### config.mk
export PLATFORM = sky130hd
export DESIGN_NAME = word_memory
export DESIGN_NICKNAME = d
export VERILOG_FILES = /design/src/rtl/mem_pkg.sv /design/src/rtl/byte_lane.sv /design/src/rtl/word_memory.sv
export SDC_FILE = /design/constraint.sdc
export NUM_CORES = 1
export LEC_CHECK = 0
export CAP_MARGIN = 20
export CORE_ASPECT_RATIO = 1.5
export CORE_MARGIN = 5
export CORE_UTILIZATION = 30
export CTS_CLUSTER_SIZE = 12
export DETAILED_ROUTE_END_ITERATION = 12
export PLACE_DENSITY = 0.52
export SLEW_MARGIN = 20
export SYNTH_ARGS = -nofsm -noshare
export SYNTH_HDL_FRONTEND = slang
export SYNTH_SLANG_ARGS = --single-unit
### constraint.sdc
create_clock -name clk -period 2.58 [get_ports clk]
set_input_delay 0.516 -clock clk [delete_from_list [all_inputs] [get_ports clk]]
set_output_delay 0.516 -clock clk [all_outputs]
set_load 0.01 [all_outputs]
### src/rtl/mem_pkg.sv
// Shared constants, FSM state type and sizing helper for the word memory.
package mem_pkg;

    localparam int DEF_WIDTH = 16;
    localparam int DEF_DEPTH = 16;

    typedef enum logic {
        IDLE,
        CLEAR
    } state_t;

    function automatic int clog2(input int v);
        int r;
        r = 0;
        while ((1 << r) < v) r++;
        return r;
    endfunction

endpackage

### src/rtl/byte_lane.sv
// One byte of storage: async-reset flop with write enable and synchronous zero.
module byte_lane (
    input  logic       clk,
    input  logic       reset_n,
    input  logic       en,
    input  logic       zero,
    input  logic [7:0] d,
    output logic [7:0] q
);

    // Zero wins over a write so the clear sweep cannot be overridden.
    always_ff @(posedge clk or negedge reset_n) begin
        if (!reset_n)  q <= '0;
        else if (zero) q <= '0;
        else if (en)   q <= d;
    end

endmodule

### src/rtl/word_memory.sv
// DEPTH x WIDTH flop register file: byte-enabled writes, two registered read
// ports with write-first bypass, valid bits with occupancy count, clear sweep.
module word_memory
    import mem_pkg::*;
#(
    parameter  int WIDTH = DEF_WIDTH,
    parameter  int DEPTH = DEF_DEPTH,
    localparam int AW    = clog2(DEPTH),
    localparam int BE_W  = WIDTH / 8,
    localparam int CW    = clog2(DEPTH + 1)
) (
    input  logic             clk,
    input  logic             reset_n,
    input  logic             wr_en,
    input  logic [AW-1:0]    wr_addr,
    input  logic [WIDTH-1:0] wr_data,
    input  logic [BE_W-1:0]  wr_be,
    output logic             wr_err,
    input  logic             rd0_en,
    input  logic [AW-1:0]    rd0_addr,
    output logic [WIDTH-1:0] rd0_data,
    output logic             rd0_hit,
    input  logic             rd1_en,
    input  logic [AW-1:0]    rd1_addr,
    output logic [WIDTH-1:0] rd1_data,
    output logic             rd1_hit,
    input  logic             clear,
    output logic             busy,
    output logic [CW-1:0]    count
);

    localparam logic [AW:0]   DEPTH_L = (AW + 1)'(DEPTH);
    localparam logic [AW-1:0] LAST    = AW'(DEPTH - 1);

    state_t                  state_q, state_n;
    logic [AW-1:0]           idx_q, idx_n;
    logic [DEPTH-1:0]        valid;
    logic                    wr_ok, wr_set;
    logic [BE_W-1:0][7:0]    word_q [DEPTH];

    logic [1:0]              rd_en_v;
    logic [1:0][AW-1:0]      rd_addr_v;
    logic [1:0][WIDTH-1:0]   rd_word, rd_q;
    logic [1:0]              rd_hit_c, rd_hit_q;

    assign busy   = (state_q == CLEAR);
    assign wr_ok  = wr_en && !busy && !clear && ({1'b0, wr_addr} < DEPTH_L);
    assign wr_set = wr_ok && (wr_be != '0);

    for (genvar d = 0; d < DEPTH; d++) begin : g_word
        for (genvar b = 0; b < BE_W; b++) begin : g_byte
            byte_lane u_lane (
                .clk     (clk),
                .reset_n (reset_n),
                .en      (wr_ok && wr_be[b] && (wr_addr == AW'(d))),
                .zero    (busy && (idx_q == AW'(d))),
                .d       (wr_data[8*b +: 8]),
                .q       (word_q[d][b])
            );
        end
    end

    // Writes and the sweep never coincide (writes are dropped while busy),
    // so count moves by at most one per cycle.
    always_ff @(posedge clk or negedge reset_n) begin
        if (!reset_n) begin
            valid  <= '0;
            count  <= '0;
            wr_err <= 1'b0;
        end else begin
            for (int i = 0; i < DEPTH; i++) begin
                if (busy && idx_q == AW'(i))           valid[i] <= 1'b0;
                else if (wr_set && wr_addr == AW'(i))  valid[i] <= 1'b1;
            end
            if (wr_set && !valid[wr_addr])  count <= count + CW'(1);
            else if (busy && valid[idx_q])  count <= count - CW'(1);
            wr_err <= wr_en && !wr_ok;
        end
    end

    always_ff @(posedge clk or negedge reset_n) begin
        if (!reset_n) begin
            state_q <= IDLE;
            idx_q   <= '0;
        end else begin
            state_q <= state_n;
            idx_q   <= idx_n;
        end
    end

    always_comb begin
        state_n = state_q;
        idx_n   = idx_q;
        case (state_q)
            IDLE: begin
                if (clear) begin
                    state_n = CLEAR;
                    idx_n   = '0;
                end
            end
            CLEAR: begin
                if (idx_q == LAST) begin
                    state_n = IDLE;
                    idx_n   = '0;
                end else begin
                    idx_n = idx_q + AW'(1);
                end
            end
            default: state_n = IDLE;
        endcase
    end

    assign rd_en_v   = {rd1_en, rd0_en};
    assign rd_addr_v = {rd1_addr, rd0_addr};

    // Out-of-range addresses match no entry and fall through to zero/miss.
    always_comb begin
        rd_word  = '0;
        rd_hit_c = '0;
        for (int p = 0; p < 2; p++) begin
            for (int i = 0; i < DEPTH; i++) begin
                if (rd_addr_v[p] == AW'(i)) begin
                    rd_word[p]  = word_q[i];
                    rd_hit_c[p] = valid[i];
                end
            end
            if (wr_ok && wr_addr == rd_addr_v[p]) begin
                for (int b = 0; b < BE_W; b++) begin
                    if (wr_be[b]) rd_word[p][8*b +: 8] = wr_data[8*b +: 8];
                end
                if (wr_be != '0) rd_hit_c[p] = 1'b1;
            end
        end
    end

    always_ff @(posedge clk or negedge reset_n) begin
        if (!reset_n) begin
            rd_q     <= '0;
            rd_hit_q <= '0;
        end else begin
            for (int p = 0; p < 2; p++) begin
                if (rd_en_v[p]) begin
                    rd_q[p]     <= rd_word[p];
                    rd_hit_q[p] <= rd_hit_c[p];
                end
            end
        end
    end

    assign rd0_data = rd_q[0];
    assign rd1_data = rd_q[1];
    assign rd0_hit  = rd_hit_q[0];
    assign rd1_hit  = rd_hit_q[1];

    count_range_a: assert property (@(posedge clk) disable iff (!reset_n)
        count <= CW'(DEPTH));

endmodule

==> job_summary.md <==
### Yosys + OpenROAD results

| Metric | Value |
|---|---|
| Top non-seq family | `simple AND/OR/NAND/NOR gates` |
| Tool warnings | `31` |
| Crit Reg-Reg Endpoint | `count[4]` |
| Leakage | `about 11 nW` |
| Post-synthesis simple-gate area fraction | `0.234` |
| Yosys chip area | `roughly 19,000 um2` |
| Status | `finished with violations` |
| Failing checks | `negative setup slack` |
| Comb area share | `0.424` |
| Peak supply drop | `0.416 mV` |
| Nets | `approximately 2,500` |
| Crit-path slowest cell | `clkdlybuf4s50_1` |
| Cells after Synth | `around 2,200` |
| DP HPWL | `66.2 mm` |
| Iteration-0 DRC Markers | `a little under 2,000` |
| Number of enable flip-flop cells | `0` |
| Final Worst Setup Slack | `-25.5 ps` |
| Yosys xor share | `0.00601` |
| Post-route ant nets | `0` |
| Final setup fails | `1` |
| Met1 WL | `around 34 mm` |
| Most common reg cell | `dfrtp_1` |
| Family with the most delay on the worst path | `buffers and inverters` |
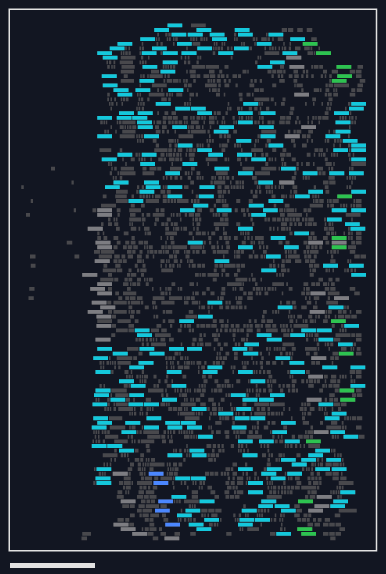
(images/ff_map.png)
Scale bar: 50 um.
[blue] count | placed flops: 5 | where: south
[green] rd0_data | placed flops: 16
[cyan] g_word.g_byte.u_lane.q | placed flops: 256
FF+latch area: 7930 um2
final core occ: 0.382
total sequential power: 7.05 mW

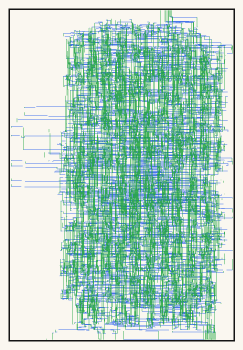
(images/layers.png)
Only two layers are drawn.
[green] M2 | wire length: 42.1 mm
[blue] M1 | wire length: 34.3 mm
final wirelength: 87.3 mm
GRT Total Usage: 0.248
routed vias: 18,800
post-DR wirelength/cell: 26.5 um

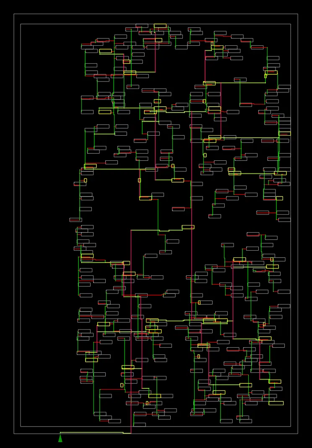
(images/clock_nets.png)
clock-net power: 5.04 mW
seq_cells: 317
clock sinks: 317
cts bufs inserted: 35
clk_buf instances: 49

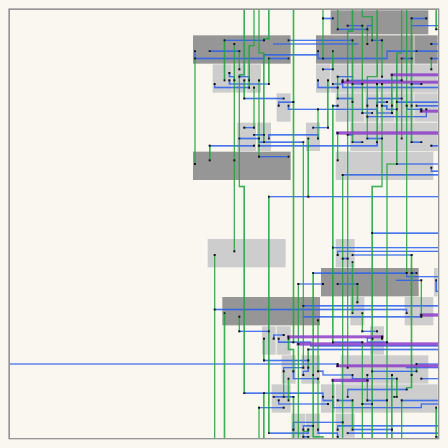
(images/closeup.png)
Region (34, 218) to (74, 258) um. Cells in gray, sequential cells in the stronger gray; small squares are vias.
[green] M2
[blue] M1
[purple] M3
netlist names of flops here include: g_word.g_byte.u_lane.q (6)
cells with their middle in the window: 39
most frequent: nand2_1 (16), nand3_1 (6), dfrtp_1 (6)
sequential cells in the window: 6

Power is estimated from default activity; no workload was simulated.
